--- config.mk ---
export PLATFORM = sky130hd
export DESIGN_NAME = fir_result_serializer_flat
export DESIGN_NICKNAME = d
export VERILOG_FILES = /design/src/rtl/fir_stream_pkg.sv /design/src/rtl/fir_result_serializer_if.sv /design/src/rtl/fir_result_serializer_fifo.sv /design/src/rtl/fir_result_serializer.sv /design/src/flat_wrapper.sv
export SDC_FILE = /design/constraint.sdc
export NUM_CORES = 1
export LEC_CHECK = 0
export CAP_MARGIN = 20
export CORE_MARGIN = 2
export CORE_UTILIZATION = 30
export CTS_BUF_LIST = sky130_fd_sc_hd__clkbuf_8
export CTS_CLUSTER_SIZE = 40
export DETAILED_ROUTE_END_ITERATION = 8
export REMOVE_ABC_BUFFERS = 1
export SYNTH_ARGS = -nofsm -noshare
export SYNTH_HDL_FRONTEND = slang
export SYNTH_SLANG_ARGS = --single-unit
--- constraint.sdc ---
create_clock -name clk -period 13.5 [get_ports clk]
set_clock_uncertainty 0.2 [all_clocks]
set_input_delay 2.7 -clock clk [delete_from_list [all_inputs] [get_ports clk]]
set_output_delay 2.7 -clock clk [all_outputs]
set_load 0.1 [all_outputs]
--- src/rtl/fir_stream_pkg.sv ---
// Shared widths, serializer state encoding and the per-lane round/saturate
// helper used by fir_result_serializer.
package fir_stream_pkg;

    localparam int LANES      = 5;
    localparam int IN_W       = 44;
    localparam int OUT_W      = 16;
    localparam int SHIFT      = 15;
    localparam int FIFO_DEPTH = 8;

    localparam int WORD_W  = LANES * OUT_W;
    localparam int ENTRY_W = WORD_W + 2;
    localparam int LANE_W  = $clog2(LANES);
    localparam int SATN_W  = $clog2(LANES + 1);
    localparam int LEVEL_W = $clog2(FIFO_DEPTH) + 1;

    typedef enum logic [0:0] {IDLE, EMIT} state_t;

    typedef struct packed {
        logic [OUT_W-1:0] q;
        logic             sat;
    } round_t;

    localparam logic signed [IN_W:0] RND_C   = (IN_W+1)'(2 ** (SHIFT - 1));
    localparam logic signed [IN_W:0] SAT_MAX = (IN_W+1)'(2 ** (OUT_W - 1) - 1);
    localparam logic signed [IN_W:0] SAT_MIN = -SAT_MAX - 1;

    // The sum is formed one bit wider than the lane so the rounding offset
    // can never wrap a large positive input into a negative one.
    function automatic round_t sat_round(input logic signed [IN_W-1:0] x);
        logic signed [IN_W:0] r;
        logic signed [IN_W:0] q;
        round_t               res;
        r = $signed({x[IN_W-1], x}) + RND_C;
        q = r >>> SHIFT;
        if (q > SAT_MAX) begin
            res.q   = SAT_MAX[OUT_W-1:0];
            res.sat = 1'b1;
        end else if (q < SAT_MIN) begin
            res.q   = SAT_MIN[OUT_W-1:0];
            res.sat = 1'b1;
        end else begin
            res.q   = q[OUT_W-1:0];
            res.sat = 1'b0;
        end
        return res;
    endfunction

endpackage

--- src/rtl/fir_result_serializer_if.sv ---
// Word input from the FIR plus the per-lane output stream toward the DMA side.
interface fir_result_serializer_if;
    import fir_stream_pkg::*;

    logic [LANES*IN_W-1:0] in_data;
    logic                  in_valid;
    logic [1:0]            in_error;
    logic [OUT_W-1:0]      out_data;
    logic                  out_valid;
    logic                  out_ready;
    logic                  out_sop;
    logic                  out_eop;
    logic [1:0]            out_error;

    // in_valid qualifies one word per cycle and cannot be stalled. On the output,
    // a beat transfers on a rising clk with out_valid & out_ready; while out_valid
    // is high and not yet accepted, data/sop/eop/error hold and valid stays high.
    modport master (
        input  in_data, in_valid, in_error, out_ready,
        output out_data, out_valid, out_sop, out_eop, out_error
    );

    modport slave (
        output in_data, in_valid, in_error, out_ready,
        input  out_data, out_valid, out_sop, out_eop, out_error
    );

endinterface

--- src/rtl/fir_result_serializer_fifo.sv ---
// Word FIFO between the rounding stage and the lane serializer; the caller
// only reads when non-empty and writes when not full or reading.
module sync_fifo #(
    parameter int WIDTH = 8,
    parameter int DEPTH = 8
) (
    input  logic                     clk,
    input  logic                     reset_n,
    input  logic                     wr_en,
    input  logic [WIDTH-1:0]         wr_data,
    input  logic                     rd_en,
    output logic [WIDTH-1:0]         rd_data,
    output logic [$clog2(DEPTH):0]   count,
    output logic                     full,
    output logic                     empty
);

    localparam int AW = $clog2(DEPTH);

    logic [WIDTH-1:0] mem [DEPTH];
    logic [AW-1:0]    wr_ptr;
    logic [AW-1:0]    rd_ptr;

    always_ff @(posedge clk) begin
        if (wr_en) begin
            mem[wr_ptr] <= wr_data;
        end
    end

    always_ff @(posedge clk or negedge reset_n) begin
        if (!reset_n) begin
            wr_ptr <= '0;
            rd_ptr <= '0;
            count  <= '0;
        end else begin
            if (wr_en) begin
                wr_ptr <= wr_ptr + AW'(1);
            end
            if (rd_en) begin
                rd_ptr <= rd_ptr + AW'(1);
            end
            case ({wr_en, rd_en})
                2'b10:   count <= count + (AW+1)'(1);
                2'b01:   count <= count - (AW+1)'(1);
                default: count <= count;
            endcase
        end
    end

    assign rd_data = mem[rd_ptr];
    assign full    = (count == (AW+1)'(DEPTH));
    assign empty   = (count == '0);

endmodule

--- src/rtl/fir_result_serializer.sv ---
// Rounds/saturates each FIR result lane, buffers whole words and emits them
// one lane per beat with sop/eop framing; keeps drop and saturation stats.
module fir_result_serializer
    import fir_stream_pkg::*;
(
    input  logic                   clk,
    input  logic                   reset_n,
    fir_result_serializer_if.master bus,
    input  logic                   clr_stats,
    output logic                   ovf_drop,
    output logic [15:0]            drop_count,
    output logic [15:0]            sat_count,
    output state_t                 fsm_state,
    output logic [LEVEL_W-1:0]     fifo_level
);

    logic [WORD_W-1:0]  s1_next_data;
    logic [SATN_W-1:0]  s1_next_sat;
    logic               s1_valid;
    logic [WORD_W-1:0]  s1_data;
    logic [1:0]         s1_error;
    logic [SATN_W-1:0]  s1_sat;

    logic               wr_en;
    logic               rd_en;
    logic               drop;
    logic [ENTRY_W-1:0] fifo_rd;
    logic               fifo_full;
    logic               fifo_empty;

    state_t             state;
    state_t             state_next;
    logic [LANE_W-1:0]  lane;
    logic [LANE_W-1:0]  lane_next;
    logic               load;
    logic               accept;
    logic [WORD_W-1:0]  hold_data;
    logic [1:0]         hold_error;
    logic [OUT_W-1:0]   lane_data;
    logic [16:0]        sat_sum;

    always_comb begin
        s1_next_data = '0;
        s1_next_sat  = '0;
        for (int i = 0; i < LANES; i++) begin
            round_t rr;
            rr = sat_round(bus.in_data[i*IN_W +: IN_W]);
            s1_next_data[i*OUT_W +: OUT_W] = rr.q;
            s1_next_sat = s1_next_sat + SATN_W'(rr.sat);
        end
    end

    always_ff @(posedge clk or negedge reset_n) begin
        if (!reset_n) begin
            s1_valid <= 1'b0;
            s1_data  <= '0;
            s1_error <= '0;
            s1_sat   <= '0;
        end else begin
            s1_valid <= bus.in_valid;
            s1_data  <= s1_next_data;
            s1_error <= bus.in_error;
            s1_sat   <= s1_next_sat;
        end
    end

    // A word arriving on a full FIFO still fits when the serializer pops that cycle.
    assign wr_en = s1_valid && (!fifo_full || rd_en);
    assign drop  = s1_valid && !wr_en;

    sync_fifo #(
        .WIDTH (ENTRY_W),
        .DEPTH (FIFO_DEPTH)
    ) u_fifo (
        .clk     (clk),
        .reset_n (reset_n),
        .wr_en   (wr_en),
        .wr_data ({s1_error, s1_data}),
        .rd_en   (rd_en),
        .rd_data (fifo_rd),
        .count   (fifo_level),
        .full    (fifo_full),
        .empty   (fifo_empty)
    );

    assign sat_sum = {1'b0, sat_count} + 17'(s1_sat);

    always_ff @(posedge clk or negedge reset_n) begin
        if (!reset_n) begin
            ovf_drop   <= 1'b0;
            drop_count <= '0;
            sat_count  <= '0;
        end else if (clr_stats) begin
            ovf_drop   <= 1'b0;
            drop_count <= '0;
            sat_count  <= '0;
        end else begin
            if (drop) begin
                ovf_drop <= 1'b1;
                if (drop_count != 16'hFFFF) begin
                    drop_count <= drop_count + 16'd1;
                end
            end
            if (wr_en) begin
                sat_count <= sat_sum[16] ? 16'hFFFF : sat_sum[15:0];
            end
        end
    end

    assign accept = bus.out_valid && bus.out_ready;

    always_ff @(posedge clk or negedge reset_n) begin
        if (!reset_n) begin
            state      <= IDLE;
            lane       <= '0;
            hold_data  <= '0;
            hold_error <= '0;
        end else begin
            state <= state_next;
            lane  <= lane_next;
            if (load) begin
                hold_data  <= fifo_rd[WORD_W-1:0];
                hold_error <= fifo_rd[ENTRY_W-1 -: 2];
            end
        end
    end

    // Popping on the last accepted lane keeps back-to-back words bubble-free.
    always_comb begin
        state_next = state;
        lane_next  = lane;
        load       = 1'b0;
        rd_en      = 1'b0;
        case (state)
            IDLE: begin
                if (!fifo_empty) begin
                    rd_en      = 1'b1;
                    load       = 1'b1;
                    lane_next  = '0;
                    state_next = EMIT;
                end
            end
            EMIT: begin
                if (accept) begin
                    if (lane == LANE_W'(LANES - 1)) begin
                        lane_next = '0;
                        if (!fifo_empty) begin
                            rd_en = 1'b1;
                            load  = 1'b1;
                        end else begin
                            state_next = IDLE;
                        end
                    end else begin
                        lane_next = lane + LANE_W'(1);
                    end
                end
            end
            default: state_next = IDLE;
        endcase
    end

    always_comb begin
        lane_data = '0;
        for (int i = 0; i < LANES; i++) begin
            if (lane == LANE_W'(i)) begin
                lane_data = hold_data[i*OUT_W +: OUT_W];
            end
        end
    end

    assign bus.out_valid = (state == EMIT);
    assign bus.out_data  = lane_data;
    assign bus.out_sop   = bus.out_valid && (lane == '0);
    assign bus.out_eop   = bus.out_valid && (lane == LANE_W'(LANES - 1));
    assign bus.out_error = hold_error;
    assign fsm_state     = state;

endmodule

--- src/flat_wrapper.sv ---
// flat-port wrapper written by rule: the top's interface ports become plain ports
module fir_result_serializer_flat import fir_stream_pkg::*;
  (clk, reset_n, clr_stats, ovf_drop, drop_count, sat_count, fsm_state, fifo_level, bus_in_data, bus_in_valid, bus_in_error, bus_out_ready, bus_out_data, bus_out_valid, bus_out_sop, bus_out_eop, bus_out_error);
  fir_result_serializer_if bus_i ();
  input  logic clk;
  input  logic reset_n;
  input  logic clr_stats;
  output logic ovf_drop;
  output logic [15:0] drop_count;
  output logic [15:0] sat_count;
  output state_t fsm_state;
  output logic [LEVEL_W-1:0] fifo_level;
  input wire logic [$bits(bus_i.in_data)-1:0] bus_in_data;
  input wire logic [$bits(bus_i.in_valid)-1:0] bus_in_valid;
  input wire logic [$bits(bus_i.in_error)-1:0] bus_in_error;
  input wire logic [$bits(bus_i.out_ready)-1:0] bus_out_ready;
  output wire logic [$bits(bus_i.out_data)-1:0] bus_out_data;
  output wire logic [$bits(bus_i.out_valid)-1:0] bus_out_valid;
  output wire logic [$bits(bus_i.out_sop)-1:0] bus_out_sop;
  output wire logic [$bits(bus_i.out_eop)-1:0] bus_out_eop;
  output wire logic [$bits(bus_i.out_error)-1:0] bus_out_error;
  assign bus_i.in_data = bus_in_data;
  assign bus_i.in_valid = bus_in_valid;
  assign bus_i.in_error = bus_in_error;
  assign bus_i.out_ready = bus_out_ready;
  assign bus_out_data = bus_i.out_data;
  assign bus_out_valid = bus_i.out_valid;
  assign bus_out_sop = bus_i.out_sop;
  assign bus_out_eop = bus_i.out_eop;
  assign bus_out_error = bus_i.out_error;
  fir_result_serializer u_core (.clk(clk), .reset_n(reset_n), .bus(bus_i), .clr_stats(clr_stats), .ovf_drop(ovf_drop), .drop_count(drop_count), .sat_count(sat_count), .fsm_state(fsm_state), .fifo_level(fifo_level));
endmodule
### Cell outlines without signal wires, run 1

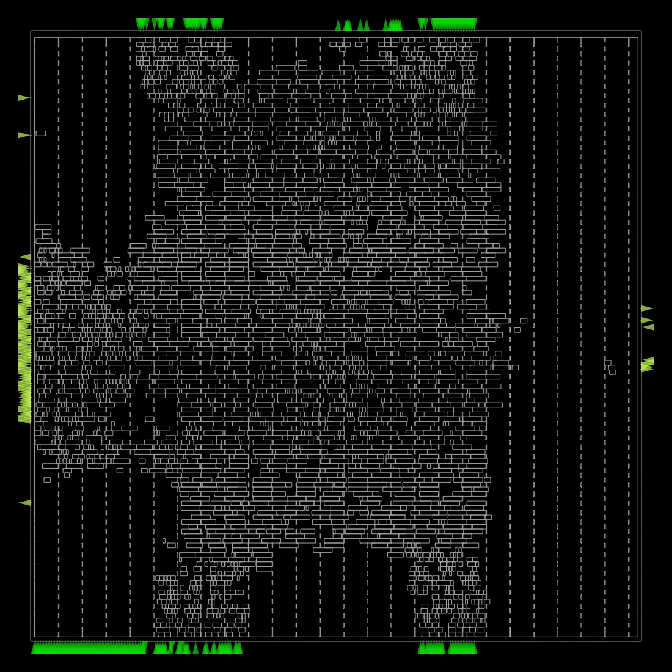
flip-flop and latch count: 871
number of standard cells in the layout, taps in and fillers out: 4437
core footprint: 122000 um^2
count of fill cells added during filler insertion: 11600
number of well-tap cells placed: 1625

### Clock distribution, run 1

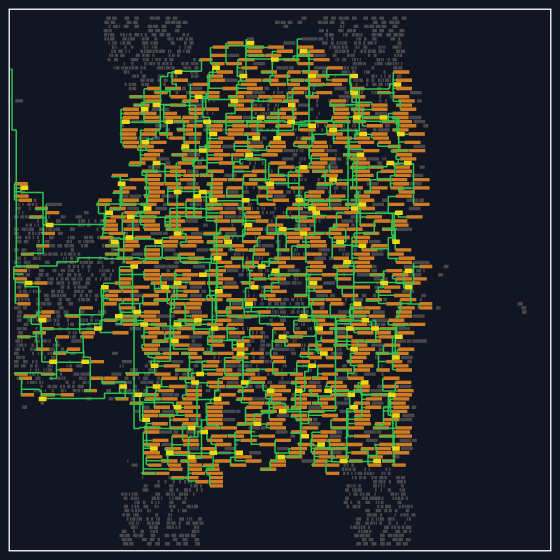
- orange: flip-flops (count 871)
- yellow: clock-net drivers (count 144)
- green: clock wires (length 10600 um)
- routed clock nets: 145
clock insertion delay at the later pin of the skew report: 0.80 ns
Clock Power Share: 0.268
Clk. pwr: 2.33 mW

### Power grid, run 1

Pins as bars on the die edge. Tap cells in grey.
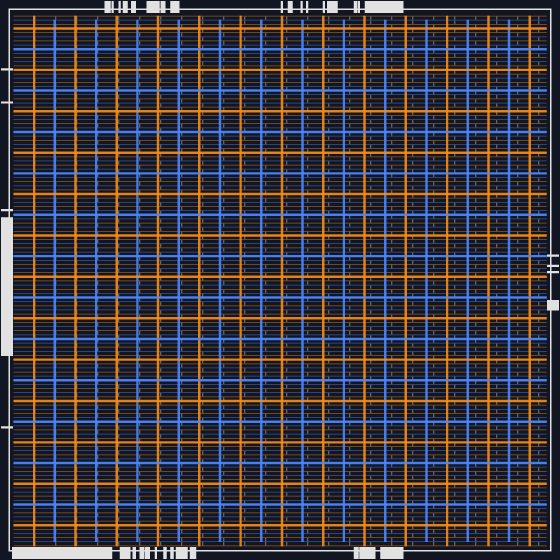
- blue: VDD
- orange: VSS
- met1 rails: 129
- rows: 128
- met5 straps: 25
- tap cells: 1625
DIE WIDTH: 354.9 um
vertical die size: 354.9 um
Peak VDD IR: 0.2857 mV

## run 1: worst max-delay path, stage by stage, from the launching register on
cell and delay, ns:
sky130_fd_sc_hd__dfrtp_1 0.47, sky130_fd_sc_hd__clkinv_1 0.48, sky130_fd_sc_hd__nand2_1 0.66, sky130_fd_sc_hd__nor2_1 0.09, sky130_fd_sc_hd__nor3_1 0.35, sky130_fd_sc_hd__a21oi_1 0.07
sky130_fd_sc_hd__o21ai_0 0.56, sky130_fd_sc_hd__clkdlybuf4s50_1 1.30
## run 1: synth_stat cells (12+ instances only)
cell	count	area share
sky130_fd_sc_hd__nand3_1	88	0.012
sky130_fd_sc_hd__a21oi_1	152	0.021
sky130_fd_sc_hd__nor3b_1	12	0.0024
sky130_fd_sc_hd__edfxtp_1	656	0.53
sky130_fd_sc_hd__a222oi_1	16	0.0043
sky130_fd_sc_hd__or3_1	15	0.0025
sky130_fd_sc_hd__nor4_1	26	0.0044
sky130_fd_sc_hd__nor2_1	198	0.020
sky130_fd_sc_hd__xnor2_1	54	0.013
sky130_fd_sc_hd__and3_1	25	0.0042
sky130_fd_sc_hd__o21ai_0	61	0.0083
sky130_fd_sc_hd__clkbuf_1	74	0.0075
sky130_fd_sc_hd__mux2i_1	98	0.027
sky130_fd_sc_hd__nand2_1	107	0.011
sky130_fd_sc_hd__a211o_1	17	0.0040
sky130_fd_sc_hd__o22ai_1	14	0.0024
sky130_fd_sc_hd__ha_1	20	0.0068
sky130_fd_sc_hd__xor2_1	50	0.012
sky130_fd_sc_hd__dfrtp_1	215	0.15
sky130_fd_sc_hd__nor3_1	48	0.0065
sky130_fd_sc_hd__a31oi_1	23	0.0039
sky130_fd_sc_hd__buf_1	29	0.0029
sky130_fd_sc_hd__inv_1	32	0.0033
sky130_fd_sc_hd__mux4_2	164	0.10
sky130_fd_sc_hd__nand4_1	44	0.0075
## run 1: power by group through the flow
stage	Combinational (mW)	Clock [mW]	Sequential [mW]
global placement	2.77	0	3.66
floorplan	1.93	0	3.89
global route	2.94	2.51	3.67
CTS	2.79	2.40	3.63
finish	2.75	2.33	3.62
detailed placement	2.79	0	3.68
## run 1: cell type report
type,count,area share
Clock buffer,168,0.05242
Multi-Input combinational cell,1377,0.2576
Sequential cell,871,0.5688
Timing Repair Buffer,259,0.05685
Clock inverter,101,0.01520
Antenna cell,1,0.00005673
Inverter,35,0.002978
Tap cell,1625,0.04610
## run 1: per-layer routing
metal | vias to the layer above | track usage | wire [um]
li1 | 10020 | - | -
met1 | 11100 | 0.1782 | 37860
met2 | 531 | 0.2332 | 43640
met3 | 131 | 0.02990 | 4533
met4 | 4 | 0.04373 | 1926
met5 | - | 0 | 27
## run 1: through the flow
step	cell area, um^2	std cells	utilization	setup WS, ns
2_1_floorplan	36510	2283	-	0.8726
3_5_place_dp	41080	4164	0.3366	5.707
6_report	44110	4437	0.3614	5.834
4_1_cts	44060	4433	0.3611	5.604
5_1_grt	44110	4437	0.3614	5.484
3_3_place_gp	41080	4164	0.3366	5.704
==> metrics.yaml, run 1 <==
timing.final.crit_period_ns: 7.666
critPathMaxFanout: 19
status: "finished, final reports clean"
finalSetupTns_ns: 0
cp_data_arrival_time_ns: 4.77
ys.flop_type: "sky130_fd_sc_hd__edfxtp_1"
largestRegisters: "u_core.u_fifo.mem (656), u_core.hold_data (80), u_core.s1_data (80)"
cts_root_buffer: "sky130_fd_sc_hd__clkbuf_8"
synth.cellmix.adderShare: 0.008943
critical_path.endpoint: "bus_out_data[14]"
unrepaired_setup_endpoints_after_global_routing: "false"
worst_case_reg_to_reg_path_depth: 10
warning_count: 98
grt_overflow_total: 0
grtUsageTotal: 0.1385
finalCritPeriodShare: 0.5679
cp-startpoint: "u_core.lane[2]"
r2r-start: "u_core.lane[1]"
hold_start: "u_core.ovf_drop"
clkSinkCount: 871
drt_initial_violations: 1700
postSynthCellCount: 2392
detail_route.drc_violations: 0
final_antenna_net_count: 0
drive_gt1_frac: 0.1672
cts_post_setup_buffers_inserted: 0
seqPwrFrac: 0.417
fin_worst_hold_slack_ns: 0.3221
num-nets-final: 2939
reg2reg_setup_slack_ns: 9.12
first_pass_grt_wire_length_mm: 133.5
simple_gate_area_frac: 0.08486
avgViaCountPerCell: 4.908
largest_register_ff_count: 656
critical_path.reg2reg.endpoint: "u_core.u_fifo.mem[6][75]"
numCtsBuffers: 144
timing.fmax_ghz: 0.1304
path_clk_slew_ns: 0.06
critical_path_required_ns: 10.60
design_power_total_mw: 8.701
grt_max_degree: 89
max_slew_margin: 0.2584
yosysChipArea_um2: 36940
total_leakage_power_nw: 14.91
std_cell_rows: 128
wire_length_per_cell_um: 19.83
compound_share_synth: 0.05877
holdPathStages: 2
timing_worst_slew_pin_value_ns: 1.109
capturing_element_type_of_the_critical_path: "primary output"
top_register: "u_core.u_fifo.mem"
layout.cells.most_common_list: "sky130_fd_sc_hd__edfxtp_1 (656), sky130_fd_sc_hd__clkdlybuf4s50_1 (214), sky130_fd_sc_hd__dfrtp_1 (212), sky130_fd_sc_hd__nor2_1 (197), sky130_fd_sc_hd__clkbuf_8 (168)"
ioPinCount: 286
final-seq-area_um2: 25090
number_of_flops_mapped_to_enable_cells_by_yosys: 656
worst_setup_path_class: "flop to primary output"
setup_viol: 0
cts-resized-gates: 0
synth_flops: 871
synth-xor-area-share: 0.02466
cts_buffer_depth: 3
areaGrowthSynthToFinish_pct: 19.42
first_global_vias: 21970
dieArea_um2: 125900
holdPathEnd: "u_core.ovf_drop"
synthDistinctLibCells: 79
cell_internal_pwr_mw: 5.648
synth-async-reset-ratio: 0.2468
post_synth.cell_area_avg_um2: 15.44
hp-class: "flop to flop"
cell_area_after_technology_mapping_um2: 36940
power_switching_share: 0.3509
warnings_synthesis: 0
cellPowerDensity_nw_per_um2: 197.3
mux_share: 0.1287
final-comb-area_um2: 11360
combinationalPowerShare: 0.315
final_common_cell: "sky130_fd_sc_hd__edfxtp_1"
==> run 2: changes to the inputs <==
==> constraint.sdc (replaced) <==
create_clock -name clk -period 6.87 [get_ports clk]
set_clock_uncertainty 0.2 [all_clocks]
set_input_delay 1.374 -clock clk [delete_from_list [all_inputs] [get_ports clk]]
set_output_delay 1.374 -clock clk [all_outputs]
set_load 0.1 [all_outputs]
### Placement by cell class, run 2

Scale bar: 100 um. Fill, decap, tap and diode cells in grey.
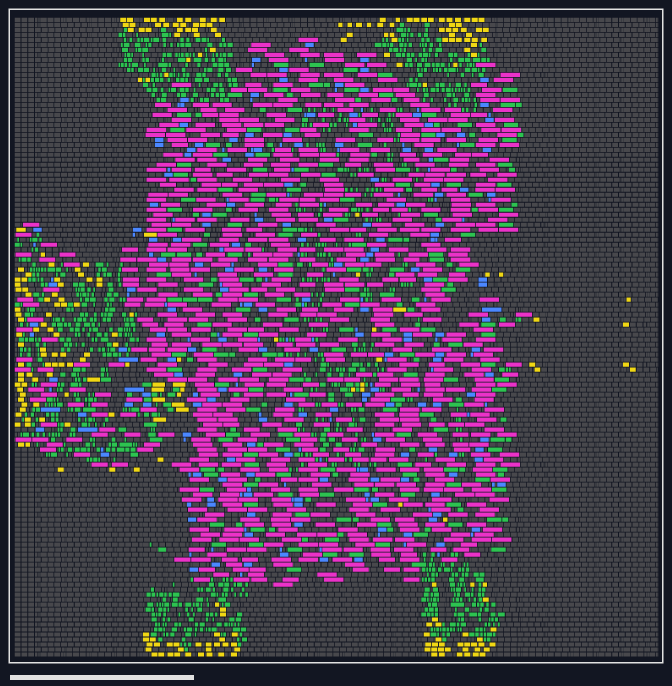
- magenta: registers (cells 871; share of their area 60%)
- green: remaining logic cells (cells 1412; share of their area 27%)
- blue: clock drivers and dummy loads (cells 267; share of their area 6.8%)
- yellow: remaining buffers and delay cells (cells 254; share of their area 6.1%)
post-route design area: 44010 um^2
number of cell rows: 128
fraction of standard cell area that is sequential: 0.5701
utilization after layout: 0.3607

==> run 2 against run 1 <==
  * Routed wire length hardly changed
  * Final cell count shrank 0.16%
  * Synthesized cell count unchanged
  * Via count stayed put
  * Worst setup slack got worse by 5.3 ns
  * Clock-buffer cell count down 6
  * Highest routed layer unchanged
==> metrics.yaml, run 2 <==
status: "finished, final reports clean"
ir_drop_mv: 0.3805  # +33%
critical_path.reg2reg.endpoint: "u_core.u_fifo.mem[6][75]"
hold_viol: 0
dieArea_um2: 125900  # unchanged
post_synth.cell_area_avg_um2: 15.44  # unchanged
wire_length_per_cell_um: 19.87  # +0.19%
combinationalPowerShare: 0.316  # about the same
die_h_um: 354.9  # unchanged
crit_slowest_cell: "sky130_fd_sc_hd__clkdlybuf4s50_1"
totalWireLength_mm: 88.02
post-synth-top-count-cell: "sky130_fd_sc_hd__edfxtp_1"
floorplanUtilization: 0.3027
timing_worst_slew_pin_value_ns: 1.110  # +0.0007798 ns
cell_area_after_technology_mapping_um2: 36940  # unchanged
numCtsBuffers: 143  # -0.69%
cts_buffer_depth: 3  # unchanged
seqPwrFrac: 0.423  # +0.006
largest_stage_delay_on_the_critical_path_ns: 1.24  # -0.06 ns
areaGrowthSynthToFinish_pct: 19.16
max_slew_margin: 0.2579  # -0.0005220
synth_flops: 871  # unchanged
postLayoutSetupSlackWorst_ns: 0.5698  # -5.264 ns
final_common_cell: "sky130_fd_sc_hd__edfxtp_1"
timing.final.crit_period_ns: 6.300
yosysChipArea_um2: 36940  # unchanged
synth_seq_share: 0.6790
layout.cells.most_common_list: "sky130_fd_sc_hd__edfxtp_1 (656), sky130_fd_sc_hd__dfrtp_1 (212), sky130_fd_sc_hd__clkdlybuf4s50_1 (205), sky130_fd_sc_hd__nor2_1 (197), sky130_fd_sc_hd__mux4_2 (164)"
unrepaired_setup_endpoints_after_global_routing: "false"
critical_path_required_ns: 5.30  # -5.30 ns
ys.flop_type: "sky130_fd_sc_hd__edfxtp_1"
ctsHtreeMaxLevel: 4
postSynthCellCount: 2392  # unchanged
num-nets-final: 2933  # -0.20%
grt_max_degree: 170  # +91%
numPlacedInstances: 4161  # -0.072%
design_power_total_mw: 16.92  # +94%
first_global_vias: 22140  # +0.74%
die_x_um: 354.9  # unchanged
hp-class: "flop to flop"
timing.fmax_ghz: 0.1587
worst_setup_path_class: "flop to primary output"
drt_initial_violations: 1779  # +4.6%
warnings_synthesis: 0  # unchanged
dpl.hpwl_mm: 51.57
fillerInstances: 11580  # -0.17%
cellPowerDensity_nw_per_um2: 384.5  # +95%
worst_case_reg_to_reg_path_depth: 10  # unchanged
yosys.area.top_type: "sky130_fd_sc_hd__edfxtp_1"
cp_data_arrival_time_ns: 4.73  # -0.04 ns
hold_buffers: 0
reg2reg_setup_slack_ns: 3.50  # -5.62 ns
top_area_contributor_share: 0.5333  # unchanged
power_switching_share: 0.3545  # +0.003649
clkPwrFrac: 0.261  # -0.007
setup_viol: 0  # unchanged
hold_start: "u_core.ovf_drop"
worstPathBufferInverterCount: 2  # unchanged
cts-resized-gates: 0  # unchanged
cell_internal_pwr_mw: 10.92  # +93%
critPathMaxFanout: 22  # +3
cts_post_setup_buffers_inserted: 0  # unchanged
ys_top_cells_by_area: "sky130_fd_sc_hd__edfxtp_1 (53%), sky130_fd_sc_hd__dfrtp_1 (15%), sky130_fd_sc_hd__mux4_2 (10%), sky130_fd_sc_hd__mux2i_1 (2.7%), sky130_fd_sc_hd__a21oi_1 (2.1%)"
r2r-start: "u_core.lane[1]"
clkSinkCount: 871  # unchanged
largestRegisters: "u_core.u_fifo.mem (656), u_core.hold_data (80), u_core.s1_data (80)"
grt_overflow_total: 0  # unchanged
detail_route.drc_violations: 0  # unchanged
warning_count: 102  # +4.1%
synthDistinctLibCells: 79  # unchanged
largest_register_ff_count: 656  # unchanged
first_pass_grt_wire_length_mm: 134.2  # +0.53%
cts_root_buffer: "sky130_fd_sc_hd__clkbuf_8"
core_footprint_um2: 122000  # unchanged
finalCritPeriodShare: 0.9171
pre_cts_ws_ns: 0.5586  # -5.148 ns
top_register: "u_core.u_fifo.mem"
top_cells_by_count: "sky130_fd_sc_hd__edfxtp_1 (656), sky130_fd_sc_hd__dfrtp_1 (215), sky130_fd_sc_hd__nor2_1 (198)"
path_clk_slew_ns: 0.06  # about the same
drive_gt1_frac: 0.1619  # -0.005289
critical_path_cell_sequence: "clkinv_1 > ha_1 > nor3_1 > a21oi_1 > o21ai_0 > clkdlybuf4s50_1"
worstSkewPairLatency_ns: 0.79  # about the same
grtUsageTotal: 0.1387  # +0.0001931
holdPathStages: 2  # unchanged
capturing_element_type_of_the_critical_path: "primary output"
avgViaCountPerCell: 4.916  # +0.16%
number_of_flops_mapped_to_enable_cells_by_yosys: 656  # unchanged
synth-async-reset-ratio: 0.2468  # unchanged
final_antenna_net_count: 0  # unchanged
number_of_standard_cells_in_the_layout_taps_in_and_fillers_out: 4430  # -0.16%
critical_path.top_delay_family: "buffers and inverters"
holdPathEnd: "u_core.ovf_drop"
ioPinCount: 286  # unchanged
total_leakage_power_nw: 14.87  # -0.27%
### Signal wires on met2, run 2

Scale bar: 100 um.
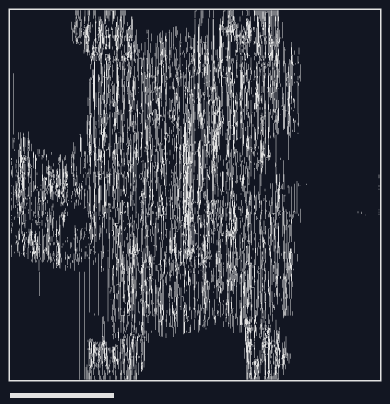
- nets with wire on the layer: 2426
- share of all routed wire: 49%
- longest straight run: 191 um
- wire length on this layer: 43.2 mm
total number of vias: 21780
met2 usage in global routing: 0.2277

==> run 2: kinds of logic (layout without fill, tap and decap cells) <==
| kind of cell | after synthesis | in the layout | share of synthesized area |
|---|---|---|---|
| xor+xnor | 104 | 104 | 0.02466 |
| flops | 871 | 871 | 0.6790 |
| fa+ha+maj | 24 | 24 | 0.008943 |
| simple gates | 627 | 627 | 0.08486 |
| mux | 269 | 269 | 0.1287 |
| compound gates | 353 | 353 | 0.05877 |
| other cells | 0 | 1 | 0 |
| buf+inv | 144 | 556 | 0.01507 |
==> run 2: final cells by class <==
type | count | area, um^2 | share of cell area
multi-input cells | 1377 | 11360 | 0.2581
clock inverters | 105 | 613.1 | 0.01393
flip-flops and latches | 871 | 25090 | 0.5701
diodes | 1 | 2.502 | 0.00005686
clock buffers | 162 | 2230 | 0.05066
repair buffers | 254 | 2552 | 0.05799
inverters | 35 | 131.4 | 0.002985
well taps | 1625 | 2033 | 0.04619
==> run 2: routing by layer <==
layer | GRT usage | vias to the layer above | wire [um]
met5 | 0 | - | 41
met3 | 0.02903 | 135 | 4587
li1 | - | 10010 | -
met2 | 0.2277 | 562 | 43200
met4 | 0.05093 | 6 | 2334
met1 | 0.1812 | 11060 | 37850
==> run 2: worst max path at each step <==
stage | start | to | slack (ns) | depth (start not counted)
2_1_floorplan | bus_out_ready | u_core.u_fifo.mem[2][0] | -4.43 | 4
3_3_place_gp | bus_in_data[61] | u_core.s1_sat[1] | 0.67 | 14
3_5_place_dp | bus_in_data[61] | u_core.s1_sat[1] | 0.56 | 14
4_1_cts | u_core.lane[2] | bus_out_data[6] | 0.50 | 6
5_1_grt | u_core.lane[2] | bus_out_data[3] | 0.40 | 6
6_report | u_core.lane[2] | bus_out_data[3] | 0.57 | 6
==> run 2: per-stage QoR <==
step	hold slack, ns	TNS, ns	area, um^2
2_1_floorplan	0.2979	-1554.06	36510
3_3_place_gp	0.3089	0	41160
3_5_place_dp	0.3111	0	41160
4_1_cts	0.3238	0	44000
5_1_grt	0.3535	0	44010
6_report	0.3263	0	44010
==> run 2: power by group through the flow <==
stage / logic [mW] / registers, mW / clock network, mW
final: 5.34 / 7.16 / 4.42
after global placement: 5.40 / 7.24 / 0
after detailed placement: 5.44 / 7.27 / 0
after global routing: 5.72 / 7.26 / 4.77
after floorplan: 3.80 / 7.63 / 0
after CTS: 5.45 / 7.18 / 4.54
==> run 2: worst min-delay path, delay by kind of cell, from the launching register on <==
family | cells | cell delay (ns)
flip-flops | 1 | 0.38
buffers and inverters | 1 | 0.05
AND-OR/OR-AND | 1 | 0.05
==> run 3: changes to the inputs <==
==> constraint.sdc (replaced) <==
create_clock -name clk -period 6.87 [get_ports clk]
set_clock_uncertainty 0.2 [all_clocks]
set_input_delay 1.374 -clock clk [delete_from_list [all_inputs] [get_ports clk]]
set_output_delay 1.374 -clock clk [all_outputs]
set_load 0.02 [all_outputs]
==> run 3 against run 2 <==
  * Highest routed layer unchanged
  * Synthesized cell count stayed put
  * Sequential power hardly changed
  * Fmax is 4.4% higher
  * Clock-buffer cell count is 5 higher
  * Utilization hardly changed
  * Register-to-register slack worse by 0.02 ns
  * Critical path depth is 2 higher
==> metrics.yaml, run 3 <==
cell_area_after_technology_mapping_um2: 36940  # unchanged
top_register: "u_core.u_fifo.mem"
numPortBuffers: 215
design_power_total_mw: 16.12  # -4.7%
synthDistinctLibCells: 79  # unchanged
warnings_synthesis: 0  # unchanged
largest_stage_delay_on_the_critical_path_ns: 0.85  # -0.39 ns
cts_post_setup_buffers_inserted: 0  # unchanged
worstPathBufferInverterCount: 2  # unchanged
clkSinkCount: 871  # unchanged
cts_tree: "built"
yosys.area.top_type: "sky130_fd_sc_hd__edfxtp_1"
total_leakage_power_nw: 14.88  # about the same
final_common_cell: "sky130_fd_sc_hd__edfxtp_1"
cap_viol_max_count: 0
unrepaired_setup_endpoints_after_global_routing: "false"
status: "finished, final reports clean"
hold_viol: 0  # unchanged
finalSetupTns_ns: 0  # unchanged
finalCritPeriodShare: 0.8787  # -0.03834
r2r-start: "u_core.lane[1]"
layout.cells.most_common_list: "sky130_fd_sc_hd__edfxtp_1 (656), sky130_fd_sc_hd__clkdlybuf4s50_1 (214), sky130_fd_sc_hd__dfrtp_1 (212), sky130_fd_sc_hd__nor2_1 (197), sky130_fd_sc_hd__clkbuf_8 (167)"
critPathMaxFanout: 16  # -27%
antenna_found_initial: 4
placedInstanceArea_um2: 41170  # about the same
synth_seq_share: 0.6790  # unchanged
cellPowerDensity_nw_per_um2: 366.1  # -4.8%
yosysChipArea_um2: 36940  # unchanged
post-synth-top-count-cell: "sky130_fd_sc_hd__edfxtp_1"
cp_data_arrival_time_ns: 4.46  # -0.27 ns
hold_start: "u_core.ovf_drop"
dieArea_um2: 125900  # unchanged
finish.instance_area_um2: 44050  # about the same
core_footprint_um2: 122000  # unchanged
setup_viol: 0  # unchanged
std_cell_rows: 128  # unchanged
critical_path_required_ns: 5.30  # about the same
avgViaCountPerCell: 4.898  # -0.36%
dpl.hpwl_mm: 50.89  # -1.3%
number_of_flops_mapped_to_enable_cells_by_yosys: 656  # unchanged
numCtsBuffers: 143  # unchanged
first_pass_grt_wire_length_mm: 134.5  # +0.18%
wire_length_per_cell_um: 19.89  # +0.13%
grt_overflow_total: 0  # unchanged
hp-class: "flop to flop"
ioPinCount: 286  # unchanged
yosysCellCount: 2392
hold_buffers: 0  # unchanged
critical_path_cell_sequence: "inv_1 > ha_1 > nor2b_1 > a222oi_1 > nor3_1 > a21oi_1 > o21ai_0 > clkdlybuf4s50_1"
holdPathStages: 2  # unchanged
max_slew_margin: 0.2804  # +0.02256
grtUsageTotal: 0.1386  # about the same
final_antenna_net_count: 0  # unchanged
grt_max_degree: 170  # unchanged
drt_initial_violations: 1584  # -11%
worst_case_reg_to_reg_path_depth: 10  # unchanged
timing.final.crit_period_ns: 6.037  # -0.2634 ns
first_global_vias: 22170  # +0.15%
worst_setup_path_class: "flop to primary output"
postSynthCellCount: 2392  # unchanged
top_cells_by_count: "sky130_fd_sc_hd__edfxtp_1 (656), sky130_fd_sc_hd__dfrtp_1 (215), sky130_fd_sc_hd__nor2_1 (198)"
num-nets-final: 2930  # -0.10%
warning_count: 104  # +2.0%
largest_register_ff_count: 656  # unchanged
globalplace.congestion: 0.8306
timing_worst_slew_pin_value_ns: 1.077  # -0.03257 ns
slew_viol_final: 0
cts_buffer_depth: 3  # unchanged
areaGrowthSynthToFinish_pct: 19.25  # about the same
critical_path.top_delay_family: "simple AND/OR/NAND/NOR gates"
timing.fmax_ghz: 0.1656  # +4.4%
ys_top_cells_by_area: "sky130_fd_sc_hd__edfxtp_1 (53%), sky130_fd_sc_hd__dfrtp_1 (15%), sky130_fd_sc_hd__mux4_2 (10%), sky130_fd_sc_hd__mux2i_1 (2.7%), sky130_fd_sc_hd__a21oi_1 (2.1%)"
worstSkewPairLatency_ns: 0.78  # about the same
capturing_element_type_of_the_critical_path: "primary output"
synth-async-reset-ratio: 0.2468  # unchanged
drive_gt1_frac: 0.1600  # -0.001912
ys.flop_type: "sky130_fd_sc_hd__edfxtp_1"
synth_flops: 871  # unchanged
path_clk_slew_ns: 0.06  # about the same
post_synth.cell_area_avg_um2: 15.44  # unchanged
cts-resized-gates: 0  # unchanged
drt_pre_antenna_iters: 5
cts_root_buffer: "sky130_fd_sc_hd__clkbuf_8"
die_h_um: 354.9  # unchanged
largestRegisters: "u_core.u_fifo.mem (656), u_core.hold_data (80), u_core.s1_data (80)"
worst_setup_path_start_kind: "flop"
reg2reg_setup_slack_ns: 3.48  # -0.02 ns
top_area_contributor_share: 0.5333  # unchanged
detail_route.drc_violations: 0  # unchanged
ctsHtreeMaxLevel: 4  # unchanged
critical_path.reg2reg.endpoint: "u_core.u_fifo.mem[6][50]"
holdPathEnd: "u_core.ovf_drop"
floorplanUtilization: 0.3027  # unchanged
die_x_um: 354.9  # unchanged
crit_slowest_cell: "sky130_fd_sc_hd__nor2b_1"
[run 3: cell counts after synthesis]
No cell type changed its count.
[run 3: cell type report]
| type | count | area [um^2] |
|---|---|---|
| antenna | 1 | 2.502 |
| fill | 11640 | 77990 |
| sequential | 871 | 25090 |
| clock inverter | 99 | 564.3 |
| clock buffer | 167 | 2298 |
| timing repair buffer | 251 | 2565 |
| inverter | 35 | 131.4 |
| tap | 1625 | 2033 |
| multi-input combinational | 1377 | 11360 |
[run 3: through the flow]
step,setup slack [ns],util,hold WS [ns],std cells
2_1_floorplan,-4.396,-,0.2979,2283
3_3_place_gp,0.6567,0.3374,0.3081,4158
3_5_place_dp,0.5900,0.3374,0.3061,4158
4_1_cts,0.7807,0.3608,0.3230,4424
5_1_grt,0.5817,0.3609,0.3411,4426
6_report,0.8331,0.3609,0.3249,4426
[run 3: routing by layer]
layer / track usage / share of wire / vias to the layer above
met2: 0.2300 / 0.49 / 502
met1: 0.1824 / 0.44 / 11070
li1: - / - / 9991
met5: 0 / 0.00015 / -
met4: 0.04602 / 0.022 / 2
met3: 0.02682 / 0.049 / 111
[run 3: cell families (layout without fill, tap and decap cells)]
kind of cell | Yosys count | count (layout) | share of synthesized area
xor+xnor | 104 | 104 | 0.02466
compound gates | 353 | 353 | 0.05877
mux | 269 | 269 | 0.1287
simple gates | 627 | 627 | 0.08486
fa+ha+maj | 24 | 24 | 0.008943
flops | 871 | 871 | 0.6790
buf+inv | 144 | 552 | 0.01507
other cells | 0 | 1 | 0
[run 3: worst min-delay path, delay by kind of cell (launching register included)]
family | cells | cell delay [ns]
AND-OR/OR-AND | 1 | 0.05
flip-flops | 1 | 0.38
buffers and inverters | 1 | 0.05
[run 3: worst max-delay path by stage]
| stage | start | end | slack, ns | cells after the start |
|---|---|---|---|---|
| floorplan | bus_out_ready | u_core.u_fifo.mem[2][0] | -4.40 | 4 |
| global placement | bus_in_data[61] | u_core.s1_sat[1] | 0.66 | 14 |
| detailed placement | bus_in_data[61] | u_core.s1_sat[1] | 0.59 | 14 |
| CTS | u_core.lane[1] | bus_out_data[14] | 0.78 | 8 |
| global route | u_core.lane[1] | bus_out_data[14] | 0.58 | 8 |
| finish | u_core.lane[1] | bus_out_data[14] | 0.83 | 8 |
[run 3: power breakdown]
part           leakage (nW)  internal (mW)  switching, mW
combinational          4.78           2.00           2.57
clock                  1.66           2.38           2.05
sequential             8.44           6.59          0.536
### Signal wires on met2, run 3

Scale bar: 100 um.
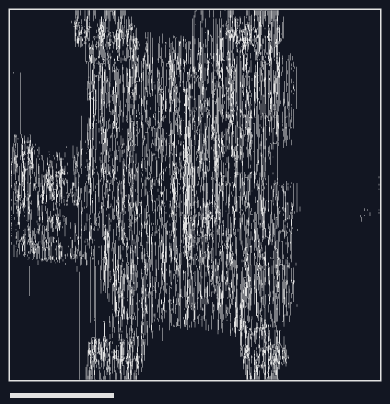
- share of all routed wire: 49%
- main direction: vertical
- nets with wire on the layer: 2406
- wire length on this layer: 43.3 mm
- longest straight run: 151 um
met2 usage in global routing: 0.2300
total number of vias: 21680
WL final: 88.05 mm

### Power grid, run 3

Pins as bars on the die edge. Tap cells in grey.
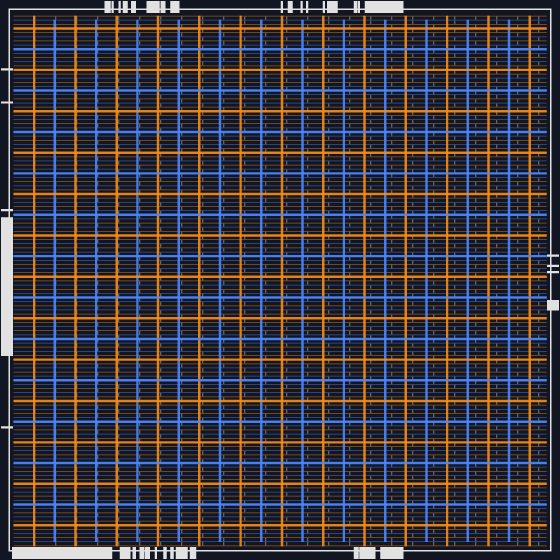
- orange: VSS
- blue: VDD
- met5 straps: 25
- signal pins: 286
- tap cells: 1625
- met1 rails: 129
Peak VDD IR: 0.3661 mV

No activity file was given, so power comes from the tool's default toggle rates.
